==> config.mk <==
export PLATFORM = sky130hd
export DESIGN_NAME = empaquetador_mux
export DESIGN_NICKNAME = d
export VERILOG_FILES = /design/src/rtl/empaquetador_mux.sv
export SDC_FILE = /design/constraint.sdc
export NUM_CORES = 1
export LEC_CHECK = 0
export ABC_CLOCK_PERIOD_IN_PS = 1400
export CORE_MARGIN = 5
export CORE_UTILIZATION = 37
export CTS_CLUSTER_SIZE = 8
export DETAILED_ROUTE_END_ITERATION = 10
export PLACE_DENSITY = 0.69
export SLEW_MARGIN = 20
export SYNTH_ARGS = -nofsm -noshare
export SYNTH_HDL_FRONTEND = slang
export SYNTH_SLANG_ARGS = --single-unit
==> constraint.sdc <==
create_clock -name clok -period 1.4 [get_ports clok]
set_input_delay 0.21 -clock clok [delete_from_list [all_inputs] [get_ports clok]]
set_output_delay 0.21 -clock clok [all_outputs]
set_load 0.01 [all_outputs]
==> src/rtl/empaquetador_mux.sv <==
`default_nettype none
// ============================================================================
// Module      : empaquetador_mux
// Description : Packs N_SYM consecutive SYM_W-bit symbols from the 2:1 mux
//               output into one W-bit word. The first symbol goes into the
//               most significant bits. One finished word is held for the next
//               stage while the following word is being collected.
// Ports       : clok        - clock, rising edge
//               reset_L     - asynchronous active-low reset
//               valid_in    - data_in carries a symbol this cycle
//               data_in     - input symbol (SYM_W bits)
//               ready_out   - symbol accepted this cycle (combinational)
//               data_out_8  - packed word (registered, W bits)
//               valid_out   - data_out_8 holds an unconsumed word (registered)
//               ready_in    - downstream takes data_out_8 when valid_out
//               sym_count   - symbols held in the collect register
// Revision    : 1.0 - initial release
// ============================================================================
module empaquetador_mux #(
  parameter int SYM_W = 2,
  parameter int N_SYM = 4
) (
  input  logic                     clok,
  input  logic                     reset_L,
  input  logic                     valid_in,
  input  logic [SYM_W-1:0]         data_in,
  output logic                     ready_out,
  output logic [SYM_W*N_SYM-1:0]   data_out_8,
  output logic                     valid_out,
  input  logic                     ready_in,
  output logic [$clog2(N_SYM)-1:0] sym_count
);

  localparam int W   = SYM_W * N_SYM;
  localparam int CW  = $clog2(N_SYM);
  localparam int SHW = $clog2(W) + 1;

  typedef enum logic [0:0] {
    VACIO = 1'b0,
    LLENO = 1'b1
  } state_t;

  state_t         state;
  logic [W-1:0]   collect;
  logic           last_slot;
  logic           accept;
  logic           complete;
  logic [SHW-1:0] shamt;
  logic [W-1:0]   placed;
  logic [W-1:0]   assembled;

  assign last_slot = (sym_count == CW'(N_SYM - 1));

  // Only the completing symbol can stall: the earlier ones go into the
  // collect register, which is independent of the held output word.
  assign ready_out = reset_L && !(last_slot && valid_out && !ready_in);
  assign accept    = valid_in && ready_out;
  assign complete  = accept && last_slot;

  // Symbol k lands at bits [W-1-k*SYM_W -: SYM_W]; expressed as a left shift
  // of (N_SYM-1-k) symbol widths into an otherwise-zero word.
  assign shamt     = SHW'(((N_SYM - 1) - int'(sym_count)) * SYM_W);
  assign placed    = W'(data_in) << shamt;
  assign assembled = collect | placed;

  always_ff @(posedge clok or negedge reset_L) begin
    if (!reset_L) begin
      state      <= VACIO;
      valid_out  <= 1'b0;
      data_out_8 <= '0;
      collect    <= '0;
      sym_count  <= '0;
    end else begin
      // Collect path: data_in is only sampled under accept, so an unknown
      // value on an idle cycle never reaches a register.
      if (accept) begin
        if (complete) begin
          data_out_8 <= assembled;
          collect    <= '0;
          sym_count  <= '0;
        end else begin
          collect    <= assembled;
          sym_count  <= sym_count + 1'b1;
        end
      end

      // Output FSM. In LLENO a completion can only happen together with
      // ready_in (otherwise ready_out is low), so the new word replaces the
      // consumed one back-to-back.
      case (state)
        VACIO: begin
          if (complete) begin
            state     <= LLENO;
            valid_out <= 1'b1;
          end
        end
        LLENO: begin
          if (ready_in && !complete) begin
            state     <= VACIO;
            valid_out <= 1'b0;
          end
        end
        default: begin
          state     <= VACIO;
          valid_out <= 1'b0;
        end
      endcase
    end
  end

endmodule
`default_nettype wire

Run 1, metal layers overlaid:
The bar under the picture is 20 um long. Only two layers are drawn.
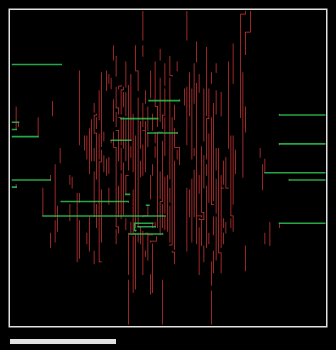
metal 3 -> green  # wire length 140 um
metal 2 -> red  # wire length 1310 um
via count: 868
total global-route track usage: 0.1550
Final Routed Wirelength: 2.559 mm

Run 1, where the registers sit:
The bar under the picture is 20 um long. Other sequential cells in the stronger grey, the rest of the logic in the fainter grey.
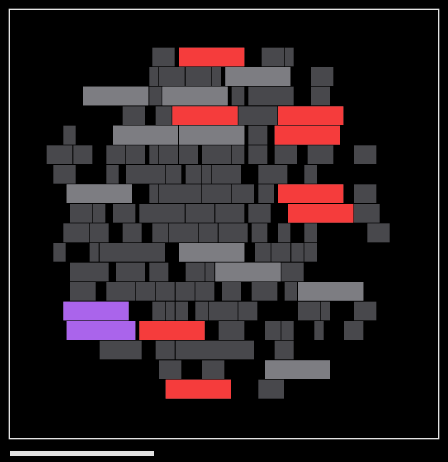
sym_count -> purple  # placed flops 2
data_out_8 -> red  # placed flops 8
not coloured = 10
fin util: 0.5966
Seq group: 0.991 mW
Seq area share: 0.3490
Flop area: 501.7 um^2

==> flow_summary.yaml, run 1 <==
# physical design summary
place:
  port_buffers: 17
  hpwl_mm: 1.565
logic_synthesis:
  ys_types: 27
  ys_warn_count: 0
  edf_count: 0
  ys.flops: 20
  yosys_area_um2: 909.6
  synthArstFlopShare: 1.000
clocking:
  root_buffer: "clkbuf_4"
  cts_tree: "done"
  numCtsBuffers: 3
global_route:
  grt_pass1_wl_mm: 4.008
  met1_usage: 0.2047
sta:
  min_period_ns: 1.423
  hold_ws_ns: 0.3123
  finalClockPeriodUsage: 1.016
  setup_viol: 3
  drv_slew: 0
  finalHoldViolCount: 0
  finalClockSkew_ns: 0.004705
  setup_slack_ns: -0.02264
cells_and_area:
  nets: 135
  layout_top_cells: "19 x dfrtp_1, 19 x buf_4, 10 x dlygate4sd2_1"
route:
  met1Wirelength_mm: 1.054
  wl_per_cell_um: 16.30
  drc: 0
run:
  warning_count: 28
status:
  violations: "setup timing"
  status: "finished with violations"
floorplan:
  ios: 18
critical_path:
  cp-start-kind: "flop"
  crit_path_frequent_cell: "buf_6"
  rrSetupSlack_ns: -0.02
Run 1, cell classes on the final placement:
The bar under the picture is 20 um long. Fill, decap, tap and diode cells in grey.
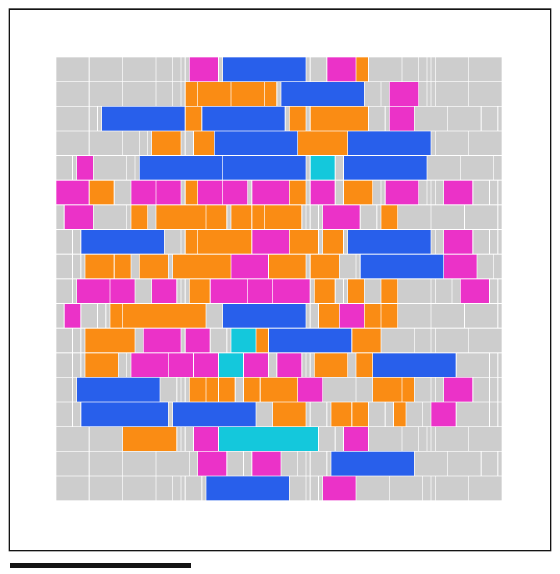
other buffers and delay cells -> magenta  # cells 44, share of their area 27%
clock drivers and dummy loads -> cyan  # cells 4, share of their area 3.8%
flops -> blue  # cells 20, share of their area 36%
combinational and other logic -> orange  # cells 59, share of their area 33%
Rows: 18
cell area after layout: 0.001438 mm^2
core area: 0.002410 mm^2

run 1: where the power goes:
| part | total, mW | leakage (nW) | internal [mW] | switching (mW) |
|---|---|---|---|---|
| sequential | 0.991 | 0.244 | 0.832 | 0.159 |
| combinational | 1.34 | 0.390 | 0.712 | 0.625 |
| clock | 0.476 | 0.0279 | 0.290 | 0.186 |
run 1: worst max-delay path, delay by kind of cell, from the launching register on:
kind            cells  cell delay, ns
compound gates      1            0.15
flops               1            0.44
buf+inv             2            0.24
mux                 1            0.31
fa+ha+maj           1            0.17
run 1: cells by family (layout without fill, tap and decap cells):
logic type	count (synthesis)	after routing	synth area share
buf+inv	11	55	0.05640
compound gates	33	33	0.2297
flops	20	20	0.5502
mux	4	4	0.04539
fa+ha+maj	1	1	0.01375
simple gates	13	14	0.1045
run 1: metrics by stage:
step | setup WS, ns | cells | total power, mW | area (um^2) | TNS, ns
3_3_place_gp | -0.4224 | 142 | 2.069 | 1234 | -5.793
4_1_cts | -0.09807 | 153 | 2.650 | 1384 | -0.8294
5_1_grt | -0.08068 | 157 | 2.957 | 1438 | -0.4301
3_5_place_dp | -0.4631 | 142 | 2.106 | 1234 | -5.934
2_1_floorplan | 0.003659 | 82 | 1.544 | 923.4 | 0
6_report | -0.02264 | 157 | 2.804 | 1438 | -0.04851
run 1: layout make-up:
class                   count  area, um^2
clock inverters             1       30.03
well taps                  30       37.54
multi-input cells          52       439.2
flip-flops and latches     20       501.7
repair buffers             44       380.4
inverters                   7       26.28
clock buffers               3       22.52
fillers                   211       972.2
run 1: flip-flops by register name, indices dropped and copies added (netlist names):
signal,flops
collect,8
data_out_8,8
sym_count,2
state,1
valid_out,1
run 1: repair_timing:
action,in CTS,in global routing
cloned,1,0
pin swaps,6,5
resized,35,13
setup buffers,6,5
setup endpoints to repair,21,21
Run 1, cell area per tile:
The die is cut into 12 by 12 equal tiles; black is low, pale yellow is high, 0 to 100% covered.
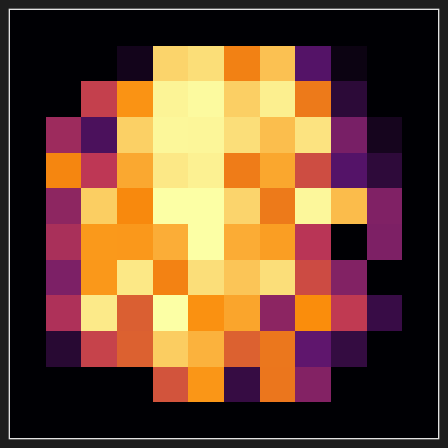

==> run 1 -> run 2 <==
--- a/config.mk
+++ b/config.mk
@@ -6,6 +6,7 @@
 export NUM_CORES = 1
 export LEC_CHECK = 0
 export ABC_CLOCK_PERIOD_IN_PS = 1400
+export CORE_ASPECT_RATIO = 1.5
 export CORE_MARGIN = 5
 export CORE_UTILIZATION = 37
 export CTS_CLUSTER_SIZE = 8
Run 2, cell area per tile:
The die is cut into 5 by 7 equal tiles; black is low, pale yellow is high, 0 to 100% covered.
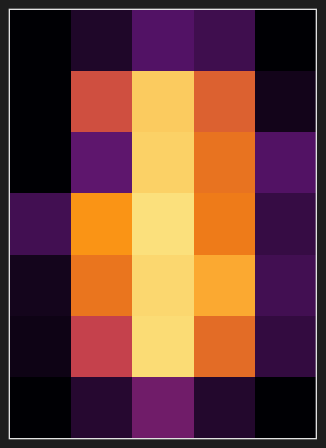
emptiest ninth of the die = upper left
fullest tile = 93%
densest ninth of the die = centre
mean over tiles = 37%
nearly empty tiles = 17%
Core Util at FP: 0.3798
core area: 0.002395 mm^2
fin util: 0.5606

==> flow_summary.yaml, run 2 <==
# physical design summary
sta:
  setup_viol: 3
  min_period_ns: 1.426
  setup_slack_ns: -0.02607
global_route:
  grt_usage: 0.1367
route:
  drc: 0
clocking:
  cts_tree: "done"
  root_buffer: "clkbuf_4"
logic_synthesis:
  synthArstFlopShare: 1.000
  ys_types: 27
  yosys_area_um2: 909.6
cells_and_area:
  layout.cells.non_filler: 144
  layout_top_cells: "19 x dfrtp_1, 13 x buf_4, 10 x dlygate4sd2_1"
pwr:
  switchingPower_mw: 0.8913
  internal_power_mw: 1.601
  switching_share: 0.3577
  power_frac_comb: 0.468
run:
  warning_count: 28
critical_path:
  cp-start-kind: "flop"
status:
  status: "finished with violations"
  violations: "setup timing"
floorplan:
  placementRows: 22
place:
  postPlaceCellArea_mm2: 0.001219
  dp.cells: 135
run 2: cell counts after synthesis:
No cell type changed its count.
run 2: worst max-delay path: cells and delay by family, from the launching register on:
kind | cells | cell delay, ns
flip-flops | 1 | 0.42
AND/OR/NAND/NOR | 2 | 0.39
AND-OR/OR-AND | 1 | 0.25
adder cells (fa/ha/maj) | 1 | 0.16
buffers and inverters | 1 | 0.11
run 2: final cells by class:
cell class | instances | area share
timing repair buffer | 37 | 0.2451
clock buffer | 4 | 0.02703
multi-input combinational | 52 | 0.3122
tap | 24 | 0.02237
sequential | 20 | 0.3737
inverter | 7 | 0.01957
run 2: repair_timing:
item / 4_1_cts / 5_1_grt
setup endpoints to repair: 19 / 16
gates resized: 26 / 14
cloned: 1 / 0
buffers inserted: 0 / 4
pin swaps: 1 / 6
run 2: cells by family after synthesis:
kind of cell / share of synthesized area
AOI/OAI and AO/OA: 0.2297
adders and majority gates: 0.01375
buffers and inverters: 0.05640
DFF: 0.5502
muxes: 0.04539
and+or+nand+nor: 0.1045
run 2: metal layers:
metal | up-vias | share of wire | global-route usage | routed length [um]
met1 | 391 | 0.39 | 0.1758 | 908
met5 | - | 0 | 0 | 0
met2 | 18 | 0.55 | 0.2196 | 1264
li1 | 383 | - | - | -
met3 | 2 | 0.043 | 0.02526 | 98
met4 | 0 | 0.012 | 0.05966 | 27
run 2: worst paths after layout:
path,end,slack (ns)
min in group clok,collect[4]$_DFFE_PN0P_,0.50
worst max register to register,collect[6]$_DFFE_PN0P_,-0.03
worst min register to register,collect[4]$_DFFE_PN0P_,0.50
worst min-delay path,collect[3]$_DFFE_PN0P_,0.03
max in group asynchronous,data_out_8[2]$_DFFE_PN0P_,1.07
worst max-delay path,collect[6]$_DFFE_PN0P_,-0.03
Power and IR drop assume default switching activity.
